### src/rtl/apb_timer_pkg.sv
// Shared register map and field positions for the APB compare timer.
package apb_timer_pkg;

    localparam int unsigned PRESCALE_W = 8;

    localparam logic [3:0] OFS_CTRL   = 4'h0;
    localparam logic [3:0] OFS_COUNT  = 4'h4;
    localparam logic [3:0] OFS_CMP    = 4'h8;
    localparam logic [3:0] OFS_STATUS = 4'hC;

    localparam int unsigned CTRL_EN_BIT       = 0;
    localparam int unsigned CTRL_IRQ_EN_BIT   = 1;
    localparam int unsigned CTRL_ONESHOT_BIT  = 2;
    localparam int unsigned CTRL_PRESCALE_LSB = 8;

    localparam int unsigned STATUS_MATCH_BIT = 0;

endpackage

### src/rtl/apb_timer_prescaler.sv
// Divides the clock into a one-cycle tick every prescale+1 cycles while enabled.
module apb_timer_prescaler
    import apb_timer_pkg::*;
(
    input  logic                  clk_i,
    input  logic                  rst_i,
    input  logic                  en,
    input  logic                  clr,
    input  logic [PRESCALE_W-1:0] prescale,
    output logic                  tick
);

    logic [PRESCALE_W-1:0] cnt_q;
    logic [PRESCALE_W-1:0] cnt_d;

    // A CTRL write restarts the division period and suppresses the tick.
    always_comb begin
        tick  = en & ~clr & (cnt_q == prescale);
        cnt_d = cnt_q + PRESCALE_W'(1);
        if (!en || clr || tick) begin
            cnt_d = '0;
        end
    end

    always_ff @(posedge clk_i or posedge rst_i) begin
        if (rst_i) begin
            cnt_q <= '0;
        end else begin
            cnt_q <= cnt_d;
        end
    end

endmodule

### src/rtl/apb_timer_unit.sv
// APB-mapped up-counter with compare match, W1C status, level irq and match event pulse.
module apb_timer_unit
    import apb_timer_pkg::*;
#(
    parameter int unsigned APB_ADDR_WIDTH = 12,
    parameter int unsigned CNT_WIDTH      = 32
) (
    input  logic                      clk_i,
    input  logic                      rst_i,
    input  logic [APB_ADDR_WIDTH-1:0] PADDR,
    input  logic [31:0]               PWDATA,
    input  logic                      PWRITE,
    input  logic                      PSEL,
    input  logic                      PENABLE,
    output logic [31:0]               PRDATA,
    output logic                      PREADY,
    output logic                      PSLVERR,
    output logic                      irq_o,
    output logic                      event_o
);

    logic                  en_q, en_d;
    logic                  irq_en_q, irq_en_d;
    logic                  oneshot_q, oneshot_d;
    logic                  match_q, match_d;
    logic                  irq_q, irq_d;
    logic                  event_q, event_d;
    logic [PRESCALE_W-1:0] prescale_q, prescale_d;
    logic [CNT_WIDTH-1:0]  count_q, count_d;
    logic [CNT_WIDTH-1:0]  cmp_q, cmp_d;

    logic       addr_err_c;
    logic       wr_c;
    logic       ctrl_wr_c;
    logic       tick_c;
    logic [3:0] ofs_c;
    logic       unused_c;

    // Byte-lane bits of the address carry no meaning for word registers.
    assign unused_c   = ^PADDR[1:0];
    assign ofs_c      = {PADDR[3:2], 2'b00};
    assign addr_err_c = |PADDR[APB_ADDR_WIDTH-1:4];
    assign wr_c       = PSEL & PENABLE & PWRITE & ~addr_err_c;
    assign ctrl_wr_c  = wr_c & (ofs_c == OFS_CTRL);

    apb_timer_prescaler u_prescaler (
        .clk_i    (clk_i),
        .rst_i    (rst_i),
        .en       (en_q),
        .clr      (ctrl_wr_c),
        .prescale (prescale_q),
        .tick     (tick_c)
    );

    // Later assignments take priority: match beats W1C, COUNT write beats tick.
    always_comb begin
        en_d       = en_q;
        irq_en_d   = irq_en_q;
        oneshot_d  = oneshot_q;
        prescale_d = prescale_q;
        match_d    = match_q;
        count_d    = count_q;
        cmp_d      = cmp_q;
        event_d    = 1'b0;

        if (ctrl_wr_c) begin
            en_d       = PWDATA[CTRL_EN_BIT];
            irq_en_d   = PWDATA[CTRL_IRQ_EN_BIT];
            oneshot_d  = PWDATA[CTRL_ONESHOT_BIT];
            prescale_d = PWDATA[CTRL_PRESCALE_LSB +: PRESCALE_W];
        end
        if (wr_c && (ofs_c == OFS_CMP)) begin
            cmp_d = CNT_WIDTH'(PWDATA);
        end
        if (wr_c && (ofs_c == OFS_STATUS) && PWDATA[STATUS_MATCH_BIT]) begin
            match_d = 1'b0;
        end
        if (tick_c) begin
            if (count_q == cmp_q) begin
                count_d = '0;
                match_d = 1'b1;
                event_d = 1'b1;
                if (oneshot_q) begin
                    en_d = 1'b0;
                end
            end else begin
                count_d = count_q + CNT_WIDTH'(1);
            end
        end
        if (wr_c && (ofs_c == OFS_COUNT)) begin
            count_d = CNT_WIDTH'(PWDATA);
        end

        irq_d = match_d & irq_en_d;
    end

    always_ff @(posedge clk_i or posedge rst_i) begin
        if (rst_i) begin
            en_q       <= 1'b0;
            irq_en_q   <= 1'b0;
            oneshot_q  <= 1'b0;
            prescale_q <= '0;
            match_q    <= 1'b0;
            count_q    <= '0;
            cmp_q      <= '1;
            irq_q      <= 1'b0;
            event_q    <= 1'b0;
        end else begin
            en_q       <= en_d;
            irq_en_q   <= irq_en_d;
            oneshot_q  <= oneshot_d;
            prescale_q <= prescale_d;
            match_q    <= match_d;
            count_q    <= count_d;
            cmp_q      <= cmp_d;
            irq_q      <= irq_d;
            event_q    <= event_d;
        end
    end

    always_comb begin
        PRDATA = '0;
        if (!rst_i && PSEL && !PWRITE && !addr_err_c) begin
            case (ofs_c)
                OFS_CTRL: begin
                    PRDATA[CTRL_EN_BIT]                          = en_q;
                    PRDATA[CTRL_IRQ_EN_BIT]                      = irq_en_q;
                    PRDATA[CTRL_ONESHOT_BIT]                     = oneshot_q;
                    PRDATA[CTRL_PRESCALE_LSB +: PRESCALE_W]      = prescale_q;
                end
                OFS_COUNT:  PRDATA = 32'(count_q);
                OFS_CMP:    PRDATA = 32'(cmp_q);
                OFS_STATUS: PRDATA[STATUS_MATCH_BIT] = match_q;
                default:    PRDATA = '0;
            endcase
        end
    end

    assign PREADY  = 1'b1;
    assign PSLVERR = ~rst_i & PSEL & PENABLE & addr_err_c;
    assign irq_o   = irq_q;
    assign event_o = event_q;

endmodule

### config.mk
export PLATFORM = sky130hd
export DESIGN_NAME = apb_timer_unit
export DESIGN_NICKNAME = d
export VERILOG_FILES = /design/src/rtl/apb_timer_pkg.sv /design/src/rtl/apb_timer_prescaler.sv /design/src/rtl/apb_timer_unit.sv
export SDC_FILE = /design/constraint.sdc
export NUM_CORES = 1
export LEC_CHECK = 0
export ABC_AREA = 1
export CAP_MARGIN = 30
export CORE_ASPECT_RATIO = 1.75
export CORE_MARGIN = 2
export CORE_UTILIZATION = 44
export CTS_CLUSTER_DIAMETER = 50
export CTS_CLUSTER_SIZE = 14
export DETAILED_ROUTE_END_ITERATION = 10
export PLACE_DENSITY_LB_ADDON = 0.05
export SYNTH_ARGS = -nofsm -noshare
export SYNTH_HDL_FRONTEND = slang
export SYNTH_HIERARCHICAL = 1
export SYNTH_SLANG_ARGS = --single-unit
export TNS_END_PERCENT = 100
### constraint.sdc
create_clock -name clk_i -period 17.2 [get_ports clk_i]
set_clock_uncertainty 0.05 [all_clocks]
set_input_delay 5.16 -clock clk_i [delete_from_list [all_inputs] [get_ports clk_i]]
set_output_delay 5.16 -clock clk_i [all_outputs]
set_load 0.02 [all_outputs]
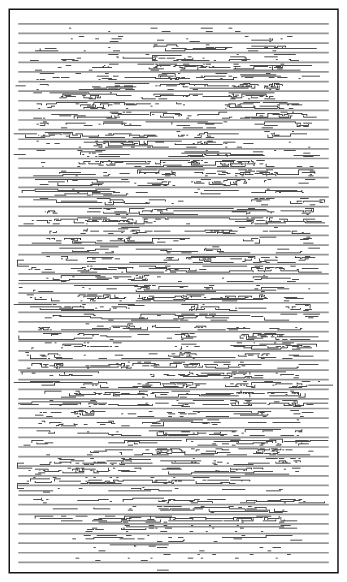
(M1 wires)
Supply wires on this layer in gray.
The layer carries 6,270 um of wire. 793 nets have wire on it. The wires run mostly horizontal. The layer holds 37% of the routed length.
met1 usage: 25.1%
DR vias: 5,314
drt total wl: 16,800 um

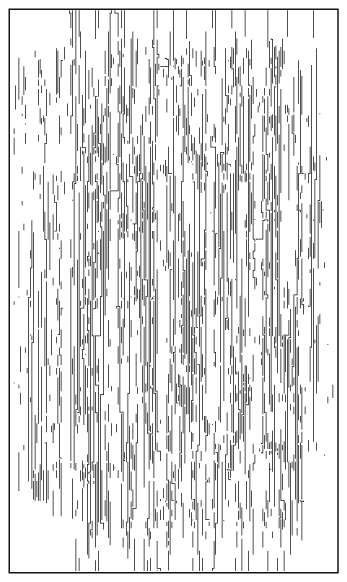
(the metal 2 layer)
The wires run mostly vertical. 724 nets have wire on it.
global-route met2 utilization: 46.0%

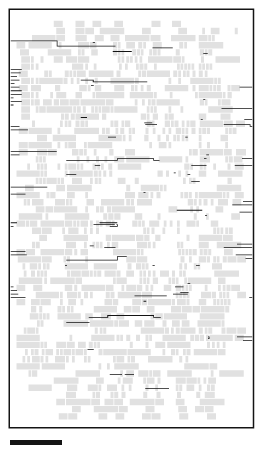
(met3 routing)
Scale bar: 20 um.
The wires run mostly horizontal. The layer carries 479 um of wire. The longest straight run is 22.1 um.
GR Layer Usage met3: 3.74%

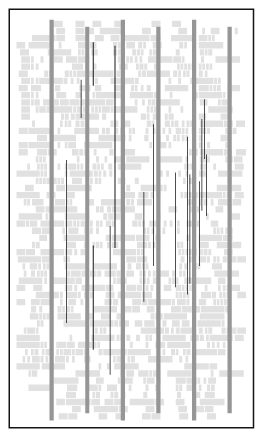
(the metal 4 layer)
Supply wires on this layer in gray.
14 nets have wire on it. The layer holds 3.7% of the routed length. The longest straight run is 76.8 um. The layer carries 617 um of wire. The wires run mostly vertical.

==> Slide: Implementation Results <==
Key Metrics from the Run

Logic synthesis
  – YS chip area: 0.00604 mm2
  – Most instantiated cells after synthesis: nand2_1 (280), inv_1 (68), nor2_1 (57)
  – Synth flops: 86
  – Avg Cell Area, Syn: 7.55 um2
  – Register area share after synthesis: 36.3%
  – Count leader, synth: nand2_1
  – Number of flops mapped to enable cells by yosys: 0
  – Synth logic family: simple AND/OR/NAND/NOR gates
  – Number of library cell types mapped by synthesis: 39
  – YS warnings: 6
  – Syn Inst Count: 800
  – Dominant Register Cell: dfrtp_1
  – Yosys top cell by area: dfrtp_1
  – Yosys aoi share: 8.17%
  – Asr flop ratio synth: 100%

Pwr
  – Clk power: 0.000205 W
  – Maximum vdd drop: 0.0000486 V
  – Top power group: sequential cells
  – Comb pwr share: 6.8%
  – Sw Ratio: 24.9%
  – Internal: 0.000331 W
  – Net Switching: 0.000110 W
  – Seq pwr share: 46.7%
  – Comb group: 0.0000301 W

Min path
  – Hold Crit Class: flop to flop
  – Hold Crit Start: u_prescaler/cnt_q[0]
  – WHS Endpoint: u_prescaler/cnt_q[0]
  – Hold Crit Depth: 1

Critical path
  – CP startpoint: rst_i
  – CP startpoint kind: input port
  – WS Path Type: input port to primary output
  – CP max stage delay: 0.64 ns
  – WP data required: 11.99 ns
  – Top Family by Delay on Critical Path: buffers and inverters
  – Most used cell, CP: clkdlybuf4s50_1
  – Reg2Reg Depth: 13
  – Reg2Reg Setup Slack: 14.56 ns
  – Worst R2R End: count_q[4]
  – Worst-path fanout max: 34
  – Worst path depth: 8
  – Worst r2r src: u_prescaler/cnt_q[5]

Floorplan
  – Fp util: 45.1%
  – I/O pins: 85
  – N_taps: 174
  – Die X: 92.5 um
  – Core Region: 0.0134 mm2
  – Chip area: 0.0147 mm2

Layout
  – Flip-flops: 86
  – Mi-comb count: 600
  – Comb area share: 46.4%
  – Fin area: 0.00717 mm2
  – N_diodes: 0
  – Flop share of the area: 30.6%
  – Dominant class by area: logic gates
  – Reg area: 0.00219 mm2
  – Layout cells sized above 1: 13.5%
  – Non-clk invs: 71
  – Non-clock buffers, area share: 12.1%
  – Buffers excl. clock: 86
  – Comb. cell area: 0.00333 mm2

Route
  – Wire length per cell: 16.2 um
  – DRC: 0
  – Pre-Repair DR Iteration Count: 5
  – Vias/cell: 5.14
  – Wire length on met3: 479 um

Clocking
  – Root buffer cell: clkbuf_16
  – Num Clock Sinks: 86
  – Clock-pin slew on the worst setup and hold paths: 0.07 ns
  – CTS-repair resized insts: 0
  – Post-CTS setup repair buffer count: 0
  – CTS H-tree lvls: 3

GRT
  – Congestion Overflow GR: 0
  – GRT Max-Usage Layer: met2
  – Initial antenna violation count: 0

Place
  – HPWL Detailed: 12,600 um
  – PortBufs: 81
  – Dpl ws: 3.66 ns
  – # placed instances: 1,017

Timing
  – Hold_ws: 0.472 ns
  – Max Freq: 74.2 MHz
  – Min cycle time layout: 13.48 ns
  – Max transition margin: 45.2%
  – Final period util: 78.4%

Outcome
  – Status: complete, no violations
Power is estimated from default activity; no workload was simulated.
